### src/rtl/fir_pkg.sv
// Shared definitions for the FIR tap sequencer.
//   FP_ZERO / FP_ONE : IEEE-754 single-precision constants
//   state_t          : sequencer FSM states
//   clog2            : ceil(log2(value)), never less than 1, usable in constant expressions
package fir_pkg;

  localparam logic [31:0] FP_ZERO = 32'h0000_0000;
  localparam logic [31:0] FP_ONE  = 32'h3F80_0000;

  typedef enum logic [1:0] {
    ST_IDLE  = 2'd0,
    ST_ISSUE = 2'd1,
    ST_DRAIN = 2'd2,
    ST_OUT   = 2'd3
  } state_t;

  function automatic int clog2(input int value);
    int r;
    r = 0;
    for (int v = value - 1; v > 0; v = v >> 1) begin
      r = r + 1;
    end
    return (r < 1) ? 1 : r;
  endfunction

endpackage

### src/rtl/fir_delay_line.sv
// Circular sample history for the FIR sequencer.
//   clk, rst : clock and asynchronous active-high clear (every word -> +0.0)
//   we       : write strobe, stores wdata at waddr
//   raddr    : read index, rdata is the combinational read of that word
module fir_delay_line
  import fir_pkg::*;
#(
  parameter int NTAPS = 8,
  parameter int DW    = 32,
  parameter int AW    = 3
) (
  input  logic          clk,
  input  logic          rst,
  input  logic          we,
  input  logic [AW-1:0] waddr,
  input  logic [DW-1:0] wdata,
  input  logic [AW-1:0] raddr,
  output logic [DW-1:0] rdata
);

  logic [DW-1:0] words [NTAPS];

  // One register per word so the asynchronous clear maps onto plain flops.
  for (genvar gi = 0; gi < NTAPS; gi++) begin : g_word
    logic [DW-1:0] word_reg;

    always_ff @(posedge clk or posedge rst) begin
      if (rst) begin
        word_reg <= FP_ZERO;
      end else if (we && (waddr == AW'(gi))) begin
        word_reg <= wdata;
      end
    end

    assign words[gi] = word_reg;
  end

  assign rdata = words[raddr];

endmodule

### src/rtl/fir_tap_sequencer.sv
// Drives a shared pipelined FP32 MAC through one NTAPS-tap FIR output per input sample.
//   clk_i, rst_i          : clock, asynchronous active-high reset
//   s_valid_i/s_data_i    : sample input, accepted only while idle (s_ready_o)
//   coef_we/addr/data_i   : coefficient writes, honoured only while idle; coef_err_o flags drops
//   dsp_x/h/fpopmode/ce_o : registered operand bus to the MAC, dsp_y_i is its result
//   m_valid/data_o,m_ready_i : result output with valid/ready handshake
//   busy_o                : high whenever a sample is in flight
// Operands are registered, so tap t appears on the DSP bus one cycle after the FSM
// visits it; the last tap is still on the bus in the first DRAIN cycle.
module fir_tap_sequencer
  import fir_pkg::*;
#(
  parameter int NTAPS   = 8,
  parameter int DSP_LAT = 4,
  parameter int DW      = 32,
  localparam int AW     = clog2(NTAPS)
) (
  input  logic          clk_i,
  input  logic          rst_i,
  input  logic          s_valid_i,
  input  logic [DW-1:0] s_data_i,
  output logic          s_ready_o,
  input  logic          coef_we_i,
  input  logic [AW-1:0] coef_addr_i,
  input  logic [DW-1:0] coef_data_i,
  output logic          coef_err_o,
  output logic [DW-1:0] dsp_x_o,
  output logic [DW-1:0] dsp_h_o,
  output logic          dsp_fpopmode_o,
  output logic          dsp_ce_o,
  input  logic [DW-1:0] dsp_y_i,
  output logic          m_valid_o,
  output logic [DW-1:0] m_data_o,
  input  logic          m_ready_i,
  output logic          busy_o
);

  localparam int DCW = clog2(DSP_LAT + 2);

  state_t          state;
  logic [AW-1:0]   wr_ptr;
  logic [AW-1:0]   tap;
  logic [DCW-1:0]  drain_cnt;
  logic [DW-1:0]   coef [NTAPS];
  logic [DW-1:0]   dline_rd;
  logic            accept;

  // Gated with reset so every output reads 0 while reset is held, and ready
  // rises as soon as reset is released.
  assign s_ready_o = (state == ST_IDLE) && !rst_i;
  assign busy_o    = (state != ST_IDLE);
  assign accept    = (state == ST_IDLE) && s_valid_i;

  fir_delay_line #(
    .NTAPS (NTAPS),
    .DW    (DW),
    .AW    (AW)
  ) u_dline (
    .clk   (clk_i),
    .rst   (rst_i),
    .we    (accept),
    .waddr (wr_ptr),
    .wdata (s_data_i),
    .raddr (wr_ptr - tap),  // newest sample first; wraps mod NTAPS
    .rdata (dline_rd)
  );

  // Coefficient bank; a write in the accept cycle lands before tap 0 reads it.
  always_ff @(posedge clk_i or posedge rst_i) begin
    if (rst_i) begin
      for (int i = 0; i < NTAPS; i++) begin
        coef[i] <= FP_ZERO;
      end
    end else if (coef_we_i && (state == ST_IDLE)) begin
      coef[coef_addr_i] <= coef_data_i;
    end
  end

  always_ff @(posedge clk_i or posedge rst_i) begin
    if (rst_i) begin
      state          <= ST_IDLE;
      wr_ptr         <= '0;
      tap            <= '0;
      drain_cnt      <= '0;
      dsp_x_o        <= FP_ZERO;
      dsp_h_o        <= FP_ZERO;
      dsp_fpopmode_o <= 1'b0;
      dsp_ce_o       <= 1'b0;
      m_valid_o      <= 1'b0;
      m_data_o       <= FP_ZERO;
      coef_err_o     <= 1'b0;
    end else begin
      coef_err_o     <= coef_we_i && (state != ST_IDLE);
      dsp_ce_o       <= 1'b0;
      dsp_fpopmode_o <= 1'b0;
      case (state)
        ST_IDLE: begin
          if (accept) begin
            tap   <= '0;
            state <= ST_ISSUE;
          end
        end
        ST_ISSUE: begin
          dsp_x_o        <= dline_rd;
          dsp_h_o        <= coef[tap];
          dsp_ce_o       <= 1'b1;
          dsp_fpopmode_o <= (tap != '0);  // tap 0 restarts the accumulator
          if (tap == AW'(NTAPS - 1)) begin
            wr_ptr    <= wr_ptr + 1'b1;
            drain_cnt <= '0;
            state     <= ST_DRAIN;
          end else begin
            tap <= tap + 1'b1;
          end
        end
        ST_DRAIN: begin
          // One extra cycle over DSP_LAT: the last tap only reaches the MAC
          // at the start of DRAIN because the operand bus is registered.
          if (drain_cnt == DCW'(DSP_LAT)) begin
            m_data_o  <= dsp_y_i;
            m_valid_o <= 1'b1;
            state     <= ST_OUT;
          end else begin
            drain_cnt <= drain_cnt + 1'b1;
          end
        end
        ST_OUT: begin
          if (m_ready_i) begin
            m_valid_o <= 1'b0;
            state     <= ST_IDLE;
          end
        end
        default: state <= ST_IDLE;
      endcase
    end
  end

endmodule

### config.mk
export PLATFORM = sky130hd
export DESIGN_NAME = fir_tap_sequencer
export DESIGN_NICKNAME = d
export VERILOG_FILES = /design/src/rtl/fir_pkg.sv /design/src/rtl/fir_delay_line.sv /design/src/rtl/fir_tap_sequencer.sv
export SDC_FILE = /design/constraint.sdc
export NUM_CORES = 1
export LEC_CHECK = 0
export CAP_MARGIN = 20
export CORE_ASPECT_RATIO = 0.6
export CORE_MARGIN = 4
export CORE_UTILIZATION = 36
export CTS_CLUSTER_SIZE = 25
export DETAILED_ROUTE_END_ITERATION = 7
export SETUP_SLACK_MARGIN = 0.1
export SYNTH_ARGS = -nofsm -noshare
export SYNTH_HDL_FRONTEND = slang
export SYNTH_SLANG_ARGS = --single-unit
### constraint.sdc
create_clock -name clk_i -period 17.9 [get_ports clk_i]
set_input_delay 1.79 -clock clk_i [delete_from_list [all_inputs] [get_ports clk_i]]
set_output_delay 1.79 -clock clk_i [all_outputs]
set_load 0.01 [all_outputs]
==> impl_metrics.xml, run 1 <==
<?xml version="1.0" encoding="UTF-8"?>
<metrics>
  <group name="synth">
    <metric name="biggest_combinational_cell_group_after_synthesis" unit="">multiplexers</metric>
    <metric name="adder_share" unit="%">0.859</metric>
    <metric name="synth_top_cell_by_count" unit="">sky130_fd_sc_hd__dfrtp_1</metric>
    <metric name="yosys-top-cells-area" unit="">sky130_fd_sc_hd__dfrtp_1 (58%), sky130_fd_sc_hd__mux2_2 (23%), sky130_fd_sc_hd__mux4_2 (11%), sky130_fd_sc_hd__mux2i_1 (1.2%), sky130_fd_sc_hd__buf_2 (1.1%)</metric>
    <metric name="enable_flop_cells" unit="">0</metric>
    <metric name="async_flop_share" unit="%">100</metric>
    <metric name="yosys.stat.seqShare" unit="%">57.5</metric>
    <metric name="yosys_cells" unit="">1731</metric>
    <metric name="largest_area_cell" unit="">sky130_fd_sc_hd__dfrtp_1</metric>
    <metric name="synth_area" unit="sq mm">0.0271</metric>
    <metric name="yosys-stat-area" unit="sq mm">0.0271</metric>
    <metric name="yosys.area.top_type_share" unit="%">57.5</metric>
    <metric name="ys.flops" unit="">623</metric>
    <metric name="syn-instance-count" unit="">1731</metric>
    <metric name="ys.flop_type" unit="">sky130_fd_sc_hd__dfrtp_1</metric>
    <metric name="synthMuxAreaShare" unit="%">34.7</metric>
    <metric name="yosys-top-cells-count" unit="">sky130_fd_sc_hd__dfrtp_1 (623), sky130_fd_sc_hd__mux2_2 (542), sky130_fd_sc_hd__mux4_2 (128)</metric>
    <metric name="syn-mean-instance-area" unit="sq um">15.6</metric>
    <metric name="ys.warnings.count" unit="">0</metric>
    <metric name="synth-xor-area-share" unit="%">0.125</metric>
    <metric name="synth.cellmix.compoundShare" unit="%">1.85</metric>
    <metric name="yosys.area_share.simple" unit="%">2.57</metric>
    <metric name="number_of_nets_at_floorplan" unit="">1853</metric>
    <metric name="yosysUniqueCellTypes" unit="">40</metric>
  </group>
  <group name="place">
    <metric name="globalplace.congestion" unit="">0.698</metric>
    <metric name="hpwlAfterDp" unit="um">37400</metric>
    <metric name="pre_cts_slack" unit="ns">12.30</metric>
    <metric name="placement.cell_area" unit="sq mm">0.0301</metric>
    <metric name="placed_cells" unit="">2842</metric>
  </group>
  <group name="layout">
    <metric name="post-route-util" unit="%">43.6</metric>
    <metric name="design_area" unit="sq mm">0.0323</metric>
    <metric name="design.final.nets" unit="">2042</metric>
    <metric name="most-common-layout-cells" unit="">sky130_fd_sc_hd__dfrtp_1 (621), sky130_fd_sc_hd__mux2_2 (542), sky130_fd_sc_hd__clkdlybuf4s50_1 (205)</metric>
    <metric name="flop_area" unit="sq mm">0.0156</metric>
    <metric name="layout.cells.non_filler" unit="">2957</metric>
    <metric name="mi_logic_area" unit="sq mm">0.0110</metric>
    <metric name="syn_to_final_growth" unit="%">19.4</metric>
    <metric name="final.fill_count" unit="">6546</metric>
    <metric name="drive_above_1_share" unit="%">42.2</metric>
    <metric name="final_common_cell" unit="">sky130_fd_sc_hd__dfrtp_1</metric>
  </group>
  <group name="timing">
    <metric name="maxClockFrequency" unit="GHz">0.213</metric>
    <metric name="clock-skew-final" unit="ns">0.0162</metric>
    <metric name="finalWorstSetupSlack" unit="ns">13.20</metric>
    <metric name="worst_hold_slack" unit="ns">0.495</metric>
    <metric name="final.period_utilization" unit="%">26.3</metric>
    <metric name="relSlewSlack" unit="%">26.2</metric>
    <metric name="setup_repair_after_global_routing_missed_its_margin" unit="">no</metric>
    <metric name="timing.final.setup_violations" unit="">0</metric>
    <metric name="finalHoldViolCount" unit="">0</metric>
    <metric name="finalSetupTns" unit="ns">0</metric>
    <metric name="final-max-slew-violation-count" unit="">0</metric>
    <metric name="post-route-min-period" unit="ns">4.70</metric>
    <metric name="max_slew.worst_pin.slew" unit="ns">1.11</metric>
  </group>
  <group name="clocking">
    <metric name="bufs_on_longest_clock_path" unit="">3</metric>
    <metric name="post_cts_buffers" unit="">0</metric>
    <metric name="clkTransAtPathRegs" unit="ns">0.06</metric>
    <metric name="tritoncts" unit="">yes</metric>
    <metric name="ctsResizeCount" unit="">0</metric>
    <metric name="ctsHoldBuffers" unit="">0</metric>
    <metric name="numCtsBuffers" unit="">60</metric>
    <metric name="cts.htree.levels" unit="">2</metric>
    <metric name="cts_root_buf" unit="">sky130_fd_sc_hd__clkbuf_16</metric>
    <metric name="cts_num_sinks" unit="">623</metric>
    <metric name="clock_insertion_delay_worst_skew" unit="ns">0.63</metric>
  </group>
  <group name="critical_path">
    <metric name="cp_common_cell" unit="">sky130_fd_sc_hd__clkdlybuf4s50_1</metric>
    <metric name="timing.rr.end" unit="">dsp_x_o[6]</metric>
    <metric name="rrSetupSlack" unit="ns">14.20</metric>
    <metric name="worst_setup_endpoint" unit="">s_ready_o</metric>
    <metric name="arrival" unit="ns">2.91</metric>
    <metric name="launching_instance_or_port_of_the_critical_path" unit="">rst_i</metric>
    <metric name="reg2reg_depth" unit="">7</metric>
    <metric name="slowest_stage_cell_on_the_critical_path" unit="">sky130_fd_sc_hd__clkdlybuf4s50_1</metric>
    <metric name="worstSetupPathType" unit="">input pin to output port</metric>
    <metric name="worstSetupEndpointType" unit="">output port</metric>
    <metric name="start_kind" unit="">input pin</metric>
    <metric name="critical_path.cell_chain" unit="">clkdlybuf4s50_1, nor2_1, clkdlybuf4s50_1</metric>
    <metric name="reg2reg_from" unit="">tap[0]</metric>
    <metric name="crit_path_max_fanout" unit="">2</metric>
    <metric name="critical-path-max-stage-delay" unit="ns">0.55</metric>
    <metric name="worst_ep_required_time" unit="ns">16.11</metric>
  </group>
  <group name="detailed_routing">
    <metric name="drcViolationCount" unit="">0</metric>
    <metric name="first_pass_iters" unit="">4</metric>
    <metric name="detailroute.via_count" unit="">15193</metric>
    <metric name="post_drt_via_cell_ratio" unit="">5.14</metric>
    <metric name="detail_route.wirelength" unit="um">63500</metric>
    <metric name="first_iter_violations" unit="">767</metric>
    <metric name="final_routed_wire_length_divided_by_cell_count" unit="um">21.5</metric>
    <metric name="ant_nets" unit="">0</metric>
  </group>
  <group name="floorplanning">
    <metric name="die-area" unit="sq mm">0.0798</metric>
    <metric name="num_rows" unit="">77</metric>
    <metric name="io_pins" unit="">206</metric>
    <metric name="initCoreUtil" unit="%">36.6</metric>
    <metric name="core_region_area" unit="sq mm">0.0741</metric>
  </group>
  <group name="global_route">
    <metric name="antenna_found_initial" unit="">4</metric>
    <metric name="grt_remaining_overflow" unit="">0</metric>
    <metric name="grt_start_max_net_pins" unit="">174</metric>
    <metric name="grt_util_all_layers" unit="%">16.0</metric>
    <metric name="grt_pass1_vias" unit="">16583</metric>
    <metric name="wire_length_of_the_first_global_routing_pass" unit="um">100000</metric>
  </group>
  <group name="job">
    <metric name="drv_cap" unit="">0</metric>
    <metric name="stage_log_warnings" unit="">39</metric>
  </group>
  <group name="power">
    <metric name="post_route_total_power" unit="uW">5510</metric>
    <metric name="p_leak" unit="uW">0.0143</metric>
    <metric name="power.density_cell_area" unit="mW/mm^2">170</metric>
    <metric name="peakVddDrop" unit="mV">0.0904</metric>
  </group>
  <group name="status">
    <metric name="run_status" unit="">finished, final reports clean</metric>
  </group>
  <group name="hold_path">
    <metric name="type_of_the_most_critical_hold_path" unit="">flip-flop to flip-flop</metric>
  </group>
</metrics>
-- run 1: logic make-up (layout without fill, tap and decap cells) --
family / Yosys count / after routing
mux: 708 / 708
flops: 623 / 623
simple gates: 170 / 170
buf+inv: 125 / 362
compound gates: 84 / 84
fa+ha+maj: 18 / 18
xor+xnor: 3 / 3
other cells: 0 / 2
-- run 1: layer usage --
layer / track usage [%] / vias up / wire [um]
met5: 0 / - / 41
li1: - / 6758 / -
met3: 3.02 / 88 / 2520
met4: 3.78 / 6 / 1250
met2: 25.1 / 220 / 28800
met1: 23.4 / 8121 / 30900
-- run 1: layout make-up --
cell class,count,area share (%)
flip-flops and latches,623,48.2
multi-input cells,983,33.9
repair buffers,238,7.34
clock buffers,82,5.46
well taps,987,3.82
clock inverters,28,1.08
inverters,14,0.174
diodes,2,0.0155
-- run 1: how the worst min path moves through the flow --
stage	end	depth (start not counted)	startpoint
after floorplan	coef[221]	1	coef[221]
after global placement	coef[221]	1	coef[221]
after detailed placement	coef[221]	1	coef[221]
after CTS	coef[221]	1	coef[221]
after global routing	coef[190]	1	coef[190]
final	coef[221]	1	coef[221]
-- run 1: critical path: cells and delay by family --
kind          cells  cell delay [ns]
buf+inv           2             1.01
simple gates      1             0.12
-- run 1: power breakdown --
part           internal [uW]  leakage (uW)  switching, uW  total [uW]
sequential              1930       0.00803            280        2210
combinational           1110       0.00526            850        1960
clock                    778       0.00104            566        1340
### Signal wires by layer, run 1

The bar under the picture is 100 um long.
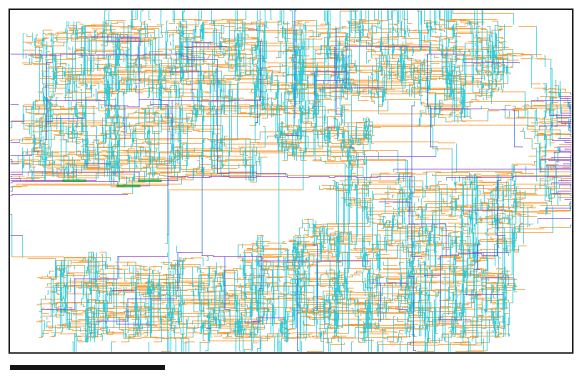
color	layer	wire length
green	metal 5	41.4 um
purple	metal 3	2,520 um
blue	metal 4	1,250 um
cyan	metal 2	28.8 mm
orange	metal 1	30.9 mm

### Clock wires, drivers and flops, run 1

The bar under the picture is 100 um long.
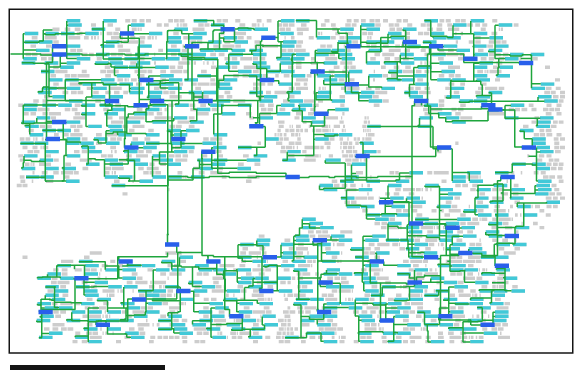
[green] clock wires | length: 8,370 um
[cyan] flip-flops | count: 623
[blue] clock drivers | count: 60
flops lie	spread over the die

### Pin map, run 1

Pins as bars across the die edge, other pins in gray.
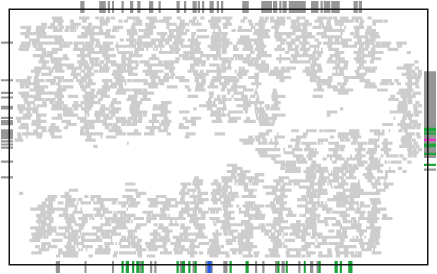
color	port	pins	direction	edge
blue	`coef_addr_i`	3	input	bottom
magenta	`dsp_ce_o`	1	output	right
green	`dsp_h_o`	32	output	25 bottom, 7 right
all pins by edge	75 top, 57 right, 53 bottom, 21 left
number of I/O port buffers: 205
vertical die dimension: 220 um
overall die width: 362 um

### Register map, names as in the netlist, run 1

Other sequential cells in the stronger gray, the rest of the logic in the fainter gray.
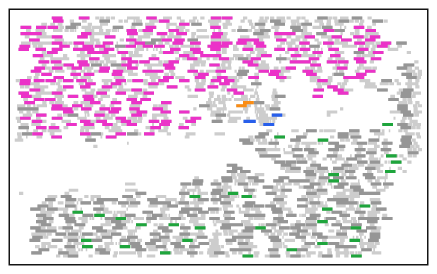

--- run 2 (diff from run 1) ---
==> constraint.sdc (replaced) <==
create_clock -name clk_i -period 4.8 [get_ports clk_i]
set_input_delay 0.48 -clock clk_i [delete_from_list [all_inputs] [get_ports clk_i]]
set_output_delay 0.48 -clock clk_i [all_outputs]
set_load 0.01 [all_outputs]
### Register map, names as in the netlist, run 2

Other sequential cells in the stronger gray, the rest of the logic in the fainter gray.
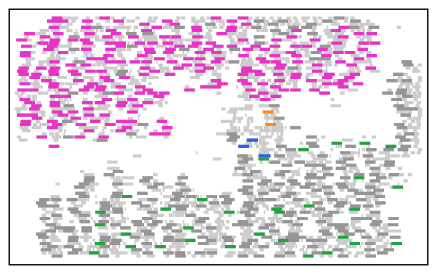
color	netlist name	flops
magenta	`u_dline.g_word.word_reg`	256
orange	`state`	2
blue	`tap`	3
green	`dsp_h_o`	32
not colored	330

==> run 2 against run 1 <==
Effect of this change: first-iteration DRC count rose by 15%; total power went up to 3.7 times the previous value; cell count fell by 0.17%; die area is the same; clock skew rose by 0.020 ns; non-clock buffer count is 2 higher; global-route usage rose by 0.44 points; critical path type is now flip-flop to flip-flop; critical endpoint is now dsp_x_o[8]; largest power group unchanged.
==> impl_metrics.xml, run 2 <==
<?xml version="1.0" encoding="UTF-8"?>
<metrics>
  <group name="status">
    <metric name="run_status" unit="">finished, final reports clean</metric>
  </group>
  <group name="power">
    <metric name="peakVddDrop" unit="mV">0.411</metric>
    <metric name="p_leak" unit="uW">0.0142</metric>
    <metric name="post_route_total_power" unit="uW">20200</metric>
    <metric name="power.density_cell_area" unit="mW/mm^2">628</metric>
  </group>
  <group name="synth">
    <metric name="yosysUniqueCellTypes" unit="">40</metric>
    <metric name="ys.warnings.count" unit="">0</metric>
    <metric name="yosys-top-cells-count" unit="">sky130_fd_sc_hd__dfrtp_1 (623), sky130_fd_sc_hd__mux2_2 (542), sky130_fd_sc_hd__mux4_2 (128)</metric>
    <metric name="largest_area_cell" unit="">sky130_fd_sc_hd__dfrtp_1</metric>
    <metric name="synth_top_cell_by_count" unit="">sky130_fd_sc_hd__dfrtp_1</metric>
    <metric name="syn-mean-instance-area" unit="sq um">15.6</metric>
    <metric name="yosys.area.top_type_share" unit="%">57.5</metric>
    <metric name="yosys.stat.seqShare" unit="%">57.5</metric>
    <metric name="ys.flop_type" unit="">sky130_fd_sc_hd__dfrtp_1</metric>
    <metric name="yosys_cells" unit="">1731</metric>
    <metric name="syn-instance-count" unit="">1731</metric>
    <metric name="enable_flop_cells" unit="">0</metric>
    <metric name="ys.flops" unit="">623</metric>
    <metric name="async_flop_share" unit="%">100</metric>
    <metric name="yosys-top-cells-area" unit="">sky130_fd_sc_hd__dfrtp_1 (58%), sky130_fd_sc_hd__mux2_2 (23%), sky130_fd_sc_hd__mux4_2 (11%), sky130_fd_sc_hd__mux2i_1 (1.2%), sky130_fd_sc_hd__buf_2 (1.1%)</metric>
    <metric name="number_of_nets_at_floorplan" unit="">1853</metric>
    <metric name="yosys-stat-area" unit="sq mm">0.0271</metric>
    <metric name="synth_area" unit="sq mm">0.0271</metric>
  </group>
  <group name="detailed_routing">
    <metric name="ant_nets" unit="">0</metric>
    <metric name="wl_met3" unit="um">2940</metric>
    <metric name="met2_wirelength_from_detailed_routing" unit="um">29400</metric>
    <metric name="met1Wirelength" unit="um">31200</metric>
    <metric name="route.top_layer_used" unit="">met5</metric>
    <metric name="drcViolationCount" unit="">0</metric>
    <metric name="detail_route.wirelength" unit="um">64500</metric>
    <metric name="detailroute.via_count" unit="">15486</metric>
    <metric name="post_drt_via_cell_ratio" unit="">5.25</metric>
    <metric name="first_iter_violations" unit="">882</metric>
    <metric name="first_pass_iters" unit="">5</metric>
    <metric name="final_routed_wire_length_divided_by_cell_count" unit="um">21.9</metric>
  </group>
  <group name="global_route">
    <metric name="antenna_found_initial" unit="">5</metric>
    <metric name="grt_remaining_overflow" unit="">0</metric>
    <metric name="wire_length_of_the_first_global_routing_pass" unit="um">102000</metric>
    <metric name="grt_use_met1" unit="%">24.3</metric>
    <metric name="grt_busiest_layer" unit="">met2</metric>
    <metric name="grt_start_max_net_pins" unit="">139</metric>
    <metric name="grt_use_met3" unit="%">3.21</metric>
    <metric name="use_met2" unit="%">25.4</metric>
    <metric name="grt_pass1_vias" unit="">16777</metric>
    <metric name="grt_util_all_layers" unit="%">16.5</metric>
  </group>
  <group name="layout">
    <metric name="layout.buffer.nonclock.area_share" unit="%">7.40</metric>
    <metric name="most-common-layout-cells" unit="">sky130_fd_sc_hd__dfrtp_1 (621), sky130_fd_sc_hd__mux2_2 (542), sky130_fd_sc_hd__clkdlybuf4s50_1 (205)</metric>
    <metric name="sh_seq_area" unit="%">48.5</metric>
    <metric name="final_common_cell" unit="">sky130_fd_sc_hd__dfrtp_1</metric>
    <metric name="mi_logic_area" unit="sq mm">0.0110</metric>
    <metric name="design.final.nets" unit="">2044</metric>
    <metric name="multiInputCombCellCount" unit="">983</metric>
    <metric name="flop_area" unit="sq mm">0.0156</metric>
    <metric name="nonClockInverterCount" unit="">14</metric>
    <metric name="syn_to_final_growth" unit="%">18.6</metric>
    <metric name="clockNetworkAreaShare" unit="%">5.93</metric>
    <metric name="drive_above_1_share" unit="%">41.5</metric>
    <metric name="final.fill_count" unit="">6582</metric>
    <metric name="final.signal_buffer_count" unit="">240</metric>
    <metric name="comb_area_share" unit="%">34.1</metric>
    <metric name="seq_cells" unit="">623</metric>
    <metric name="largest_cell_class" unit="">flip-flops and latches</metric>
    <metric name="layout.cells.non_filler" unit="">2952</metric>
    <metric name="final.clkbuf_count" unit="">83</metric>
    <metric name="antenna_cells" unit="">1</metric>
  </group>
  <group name="critical_path">
    <metric name="cell_family_contributing_the_most_delay_on_the_critical_path" unit="">flip-flops</metric>
    <metric name="start_kind" unit="">flip-flop</metric>
    <metric name="worstSetupEndpointType" unit="">flip-flop</metric>
    <metric name="critical-path-max-stage-delay" unit="ns">0.87</metric>
    <metric name="worst_ep_required_time" unit="ns">5.28</metric>
    <metric name="crit_path_max_fanout" unit="">31</metric>
    <metric name="worstSetupPathType" unit="">flip-flop to flip-flop</metric>
    <metric name="critical_path.cell_chain" unit="">ha_4, inv_1, fa_2, xnor2_1, xnor2_4, buf_4, mux2i_1, a21oi_1</metric>
    <metric name="arrival" unit="ns">3.87</metric>
    <metric name="critical_path.n_buffers_inverters" unit="">2</metric>
    <metric name="slowest_stage_cell_on_the_critical_path" unit="">sky130_fd_sc_hd__dfrtp_4</metric>
  </group>
  <group name="clocking">
    <metric name="cts.htree.levels" unit="">2</metric>
    <metric name="numCtsBuffers" unit="">60</metric>
    <metric name="clock_insertion_delay_worst_skew" unit="ns">0.64</metric>
    <metric name="cts_num_sinks" unit="">623</metric>
    <metric name="ctsHoldBuffers" unit="">0</metric>
    <metric name="post_cts_buffers" unit="">0</metric>
    <metric name="bufs_on_longest_clock_path" unit="">3</metric>
    <metric name="ctsResizeCount" unit="">0</metric>
    <metric name="tritoncts" unit="">yes</metric>
    <metric name="clkTransAtPathRegs" unit="ns">0.06</metric>
    <metric name="cts_root_buf" unit="">sky130_fd_sc_hd__clkbuf_16</metric>
  </group>
  <group name="timing">
    <metric name="clock-skew-final" unit="ns">0.0363</metric>
    <metric name="finalWorstSetupSlack" unit="ns">1.41</metric>
    <metric name="finalHoldViolCount" unit="">0</metric>
    <metric name="finalSetupTns" unit="ns">0</metric>
    <metric name="timing.final.setup_violations" unit="">0</metric>
    <metric name="setup_repair_after_global_routing_missed_its_margin" unit="">no</metric>
    <metric name="relSlewSlack" unit="%">33.3</metric>
    <metric name="final-max-slew-violation-count" unit="">0</metric>
    <metric name="final.period_utilization" unit="%">70.6</metric>
    <metric name="maxClockFrequency" unit="GHz">0.295</metric>
    <metric name="max_slew.worst_pin.slew" unit="ns">0.999</metric>
    <metric name="post-route-min-period" unit="ns">3.39</metric>
    <metric name="worst_hold_slack" unit="ns">0.379</metric>
  </group>
  <group name="floorplanning">
    <metric name="initCoreUtil" unit="%">36.6</metric>
    <metric name="tapcell.inserted" unit="">987</metric>
    <metric name="core_region_area" unit="sq mm">0.0741</metric>
    <metric name="io_pins" unit="">206</metric>
    <metric name="floorplan.die.width" unit="um">362</metric>
    <metric name="fp.dieH" unit="um">220</metric>
    <metric name="num_rows" unit="">77</metric>
    <metric name="die-area" unit="sq mm">0.0798</metric>
  </group>
  <group name="place">
    <metric name="hpwlAfterDp" unit="um">38700</metric>
    <metric name="placed_cells" unit="">2847</metric>
    <metric name="pre_cts_slack" unit="ns">1.34</metric>
    <metric name="io_buffer_count" unit="">205</metric>
    <metric name="globalplace.congestion" unit="">0.727</metric>
  </group>
  <group name="job">
    <metric name="stage_log_warnings" unit="">41</metric>
    <metric name="drv_cap" unit="">0</metric>
  </group>
  <group name="hold_path">
    <metric name="type_of_the_most_critical_hold_path" unit="">input pin to async pin</metric>
  </group>
</metrics>
### Pin map, run 2

Pins as bars across the die edge, other pins in gray.
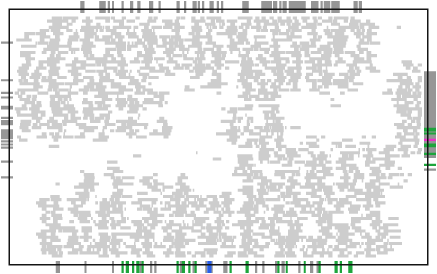
color	port	pins	direction	edge
blue	`coef_addr_i`	3	input	bottom
magenta	`dsp_ce_o`	1	output	right
green	`dsp_h_o`	32	output	25 bottom, 7 right

==> run 2: where the power goes <==
| group | leakage [uW] | switching (uW) | internal, uW |
|---|---|---|---|
| combinational | 0.00526 | 3130 | 4120 |
| sequential | 0.00803 | 1080 | 7190 |
| clock | 0.000919 | 2070 | 2590 |
==> run 2: cell families after synthesis <==
logic type               share of synthesized area [%]
flip-flops                                        57.5
multiplexers                                      34.7
AND/OR/NAND/NOR                                   2.57
adder cells (fa/ha/maj)                          0.859
buffers and inverters                             2.39
AND-OR/OR-AND                                     1.85
XOR/XNOR                                         0.125
==> run 2: final timing paths <==
kind                            cells after the start  slack (ns)   startpoint                             end
worst max register to register                      8        1.41       tap[0]                      dsp_x_o[8]
worst min-delay path                                2        0.38        rst_i  u_dline.g_word[5].word_reg[19]
worst min register to register                      1        0.50    coef[221]                       coef[221]
worst max-delay path                                8        1.41       tap[0]                      dsp_x_o[8]
min in group clk_i                                  2        0.46  dsp_y_i[22]                    m_data_o[22]
max in group asynchronous                           3        3.16        rst_i                      dsp_x_o[2]
==> run 2: worst register-to-register path, stage by stage (launching register included) <==
cell and delay [ns]:
sky130_fd_sc_hd__dfrtp_4 0.87, sky130_fd_sc_hd__ha_4 0.22, sky130_fd_sc_hd__inv_1 0.05, sky130_fd_sc_hd__fa_2 0.33, sky130_fd_sc_hd__xnor2_1 0.21, sky130_fd_sc_hd__xnor2_4 0.60
sky130_fd_sc_hd__buf_4 0.58, sky130_fd_sc_hd__mux2i_1 0.29, sky130_fd_sc_hd__a21oi_1 0.09
==> run 2: through the flow <==
step	utilization, %	instance area, sq um
detailed placement	40.8	30200
finish	43.4	32100
global route	43.4	32100
floorplan	-	27100
CTS	43.4	32100
global placement	40.8	30200
Power figures rest on the tool's default switching activity, not on a simulated workload.
